`src/rtl/fetch_stage.sv`:
```
// Instruction fetch stage with IF/ID register: owns the PC, drives a 1-cycle
// synchronous instruction memory, redirects on jumps and waits on branches.
module fetch_stage #(
  parameter int unsigned     PC_W     = 8,
  parameter logic [PC_W-1:0] RESET_PC = '0
) (
  input  logic            clk,
  input  logic            reset,
  input  logic            stall,
  input  logic            jump,
  input  logic            br_valid,
  input  logic            br_taken,
  input  logic [PC_W-1:0] br_target,
  output logic [PC_W-1:0] imem_addr,
  output logic            imem_en,
  input  logic [15:0]     imem_rdata,
  output logic [15:0]     if_id_instr,
  output logic [PC_W-1:0] if_id_pc,
  output logic            if_id_valid,
  output logic            branch_resolved
);

  typedef enum logic [1:0] {RUN = 2'd0, BR_WAIT = 2'd1, REFILL = 2'd2} state_t;
  typedef enum logic [1:0] {PC_HOLD, PC_INC, PC_JUMP, PC_BRANCH} pc_op_t;
  typedef enum logic [1:0] {IR_HOLD, IR_LOAD, IR_BUBBLE} ir_op_t;

  state_t          state, state_next;
  pc_op_t          pc_op;
  ir_op_t          ir_op;
  logic [PC_W-1:0] pc_q, rd_pc_q;
  logic            is_br;

  assign is_br = if_id_valid &&
                 ((if_id_instr[15:12] == 4'b1011) || (if_id_instr[15:12] == 4'b1100));

  // NOTE: sequential state uses non-blocking assignments so every register
  // samples pre-edge values regardless of statement order.
  always_ff @(posedge clk) begin
    if (!reset) state <= REFILL;
    else        state <= state_next;
  end

  // NOTE: every always_comb output gets a default first, so no path can
  // leave it unassigned and infer a latch.
  always_comb begin
    state_next = state;
    case (state)
      RUN: begin
        if (jump)       state_next = REFILL;
        else if (is_br) state_next = BR_WAIT;
      end
      BR_WAIT: begin
        if (br_valid) state_next = br_taken ? REFILL : RUN;
      end
      REFILL:  state_next = RUN;
      default: state_next = REFILL;
    endcase
  end

  always_comb begin
    pc_op   = PC_HOLD;
    ir_op   = IR_HOLD;
    imem_en = 1'b0;
    case (state)
      RUN: begin
        if (jump) begin
          pc_op = PC_JUMP;
          ir_op = IR_BUBBLE;
        end else if (!(is_br || stall)) begin
          pc_op   = PC_INC;
          ir_op   = IR_LOAD;
          imem_en = 1'b1;
        end
      end
      BR_WAIT: begin
        // The fall-through word has been parked on imem_rdata since entry.
        if (br_valid && br_taken) begin
          pc_op = PC_BRANCH;
          ir_op = IR_BUBBLE;
        end else if (br_valid) begin
          pc_op   = PC_INC;
          ir_op   = IR_LOAD;
          imem_en = 1'b1;
        end
      end
      REFILL: begin
        pc_op   = PC_INC;
        ir_op   = IR_BUBBLE;
        imem_en = 1'b1;
      end
      default: ;
    endcase
  end

  assign branch_resolved = (state == BR_WAIT);
  assign imem_addr       = pc_q;

  always_ff @(posedge clk) begin
    if (!reset) begin
      pc_q        <= RESET_PC;
      rd_pc_q     <= '0;
      if_id_instr <= 16'h0000;
      if_id_pc    <= '0;
      if_id_valid <= 1'b0;
    end else begin
      case (pc_op)
        PC_INC:    pc_q <= pc_q + PC_W'(1);
        PC_JUMP:   pc_q <= if_id_instr[PC_W-1:0];
        PC_BRANCH: pc_q <= br_target;
        default:   ;
      endcase
      if (imem_en) rd_pc_q <= pc_q;
      case (ir_op)
        IR_LOAD: begin
          if_id_instr <= imem_rdata;
          if_id_pc    <= rd_pc_q;
          if_id_valid <= 1'b1;
        end
        IR_BUBBLE: begin
          if_id_instr <= 16'h0000;
          if_id_pc    <= '0;
          if_id_valid <= 1'b0;
        end
        default: ;
      endcase
    end
  end

endmodule

```
`config.mk`:
```
export PLATFORM = sky130hd
export DESIGN_NAME = fetch_stage
export DESIGN_NICKNAME = d
export VERILOG_FILES = /design/src/rtl/fetch_stage.sv
export SDC_FILE = /design/constraint.sdc
export NUM_CORES = 1
export LEC_CHECK = 0
export ABC_AREA = 1
export CORE_MARGIN = 1.5
export CORE_UTILIZATION = 41
export CTS_CLUSTER_SIZE = 16
export DETAILED_ROUTE_END_ITERATION = 6
export HOLD_SLACK_MARGIN = 0.05
export PLACE_DENSITY = 0.76
export SLEW_MARGIN = 20
export SYNTH_ARGS = -nofsm -noshare
export SYNTH_HDL_FRONTEND = slang
export SYNTH_SLANG_ARGS = --single-unit
export TNS_END_PERCENT = 30
```
`constraint.sdc`:
```
create_clock -name clk -period 2.16 [get_ports clk]
set_input_delay 0.324 -clock clk [delete_from_list [all_inputs] [get_ports clk]]
set_output_delay 0.324 -clock clk [all_outputs]
set_load 0.005 [all_outputs]
```
### Track usage over the die

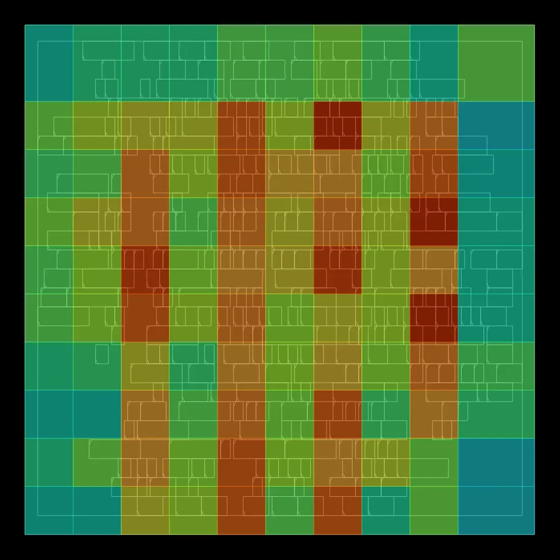
met2 layer usage reported by global route: 34.4%
grt peak-use layer: met2
detailed-route wire length per cell: 12.6 um
met1 demand-to-capacity share in global routing: 27.9%

==> reports/notes.md <==
- outcome: completed
- nets@finish: 392
- clock tree root buffer cell: clkbuf_8
- clock latency of the later-clocked register in the worst-skew pair: 280 ps
- post-synthesis to final-layout area growth: 42.2%
- critical setup path kind: in -> out
- portion of synthesized cell area occupied by the leading cell type: 42.8%
- Pleak: 1.14 nW
- sum of net half-perimeters after detailed placement: 3920 um
- startpoint class of the critical path: input port
- warnings from Yosys: 0
- cell row count: 25
- dominant cells by area after synthesis: dfxtp_1, nand2_1, a21oi_1
- met3 routed WL: 197 um
- number of antenna violations at the first check in global routing: 0
- total power after layout: 0.00181 W
- Floorplan Nets: 320
- total routed wire length on the met1 layer: 2390 um
- mean post-synth cell area: 6.99 um^2
- die area: 0.00534 mm^2
- setup repair after global routing missed its margin: no
- number of primary I/O pins: 65
- Async S/R FF share, synth: 0%
- Commonest cells post-synth: nand2_1, dfxtp_1, a21oi_1, nor2_1, inv_1
- final cell area excluding filler cells: 0.00286 mm^2
- crit path capture: imem_en
- H-tree depth: 2
- Max Root-Sink Buffers: 2
- total power per unit cell area: 632 mW/mm^2
- share of the cycle needed by the critical path after routing: 95.4%
- instance count along the most critical hold path: 2
- All-Layer GR Usage: 21.0%
- Worst Hold Endpoint: if_id_instr[11]
- largest driver fanout on the critical path: 3
- Post-Syn Area: 0.00201 mm^2
- Clock Skew: 4.31 ps
- Core ar.: 0.00472 mm^2
- tally of unique sky130hd cells used after synthesis: 28
- number of global-route vias before repair: 1822
- data arrival at the endpoint of the critical path: 1740 ps
- Seq share, synth: 42.8%
- start point of the worst hold path: if_id_instr[11]
- final weighted congestion of routability-driven global placement: 0.861
- setup repair bufs after CTS: 0
- launching element of the worst setup path: jump
- TritonCTS clock tree: built
- cell depth of the worst flop-to-flop path: 10
- max-cap viol count: 0
- most common cell in the netlist: nand2_1
### Where the registers sit

(4 px per um) Other sequential cells in the stronger gray, the rest of the logic in the fainter gray.
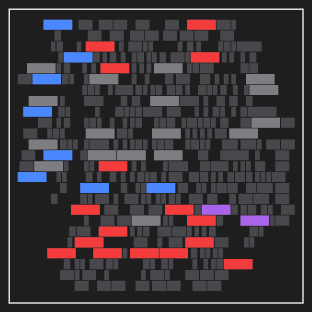
if_id_pc -> blue  # placed flops 8
state -> purple  # placed flops 2
if_id_instr -> red  # placed flops 16
Flop area: 861 um^2
Seq. pwr: 0.000895 W
final core utilization: 60.6%
sequential cell area share: 30.1%

==> kinds of logic (layout without fill, tap and decap cells) <==
kind of cell	after synthesis	count (layout)	share of synthesized area [%]
and+or+nand+nor	160	160	35.8
AOI/OAI and AO/OA	51	51	13.1
DFF	43	43	42.8
buffers and inverters	32	105	7.03
adders and majority gates	2	2	1.24
==> critical path, cell delays in order <==
cell	delay (ps)
clkdlybuf4s50_1	460
nor2_4	150
nand3_2	80
buf_4	150
nand2_4	70
clkdlybuf4s50_1	500
==> cell usage in the layout (no fill, tap or decap), drive strengths merged, types with 9 or more instances in the layout <==
cell / netlist / final
nand2: 109 / 109
nand4: 9 / 9
clkdlybuf4s50: 0 / 64
a21oi: 35 / 35
nor2: 27 / 27
nand3: 12 / 12
inv: 21 / 21
buf: 8 / 12
dfxtp: 43 / 43
o21ai: 14 / 14
==> cell type report <==
class | instances | area, um^2
fill | 446 | 1860
multi-input combinational | 213 | 1010
sequential | 43 | 861
timing repair buffer | 76 | 743
tap | 67 | 83.8
inverter | 21 | 81.3
clock buffer | 7 | 76.3
clock inverter | 1 | 5.00
==> metrics by stage <==
step / hold WS, ps / utilization [%] / setup slack (ps)
final: 459 / 60.6 / 98.7
after floorplan: 436 / - / 140
after detailed placement: 449 / 58.8 / 23.0
after global placement: 440 / 58.8 / 101
after CTS: 460 / 60.6 / 88.4
after global routing: 480 / 60.6 / 48.1
==> flip-flops by register name (all words and copies together) (netlist names) <==
| register | flops |
|---|---|
| if_id_instr | 16 |
| if_id_pc | 8 |
| if_id_valid | 1 |
| imem_addr | 8 |
| rd_pc_q | 8 |
| state | 2 |
==> report_power, final <==
group          total, W  internal, W  leakage (nW)  switching (W)
sequential     0.000895     0.000849         0.351      0.0000460
clock          0.000484     0.000227        0.0422       0.000257
combinational  0.000428     0.000212         0.743       0.000216
Power and IR drop assume default switching activity.
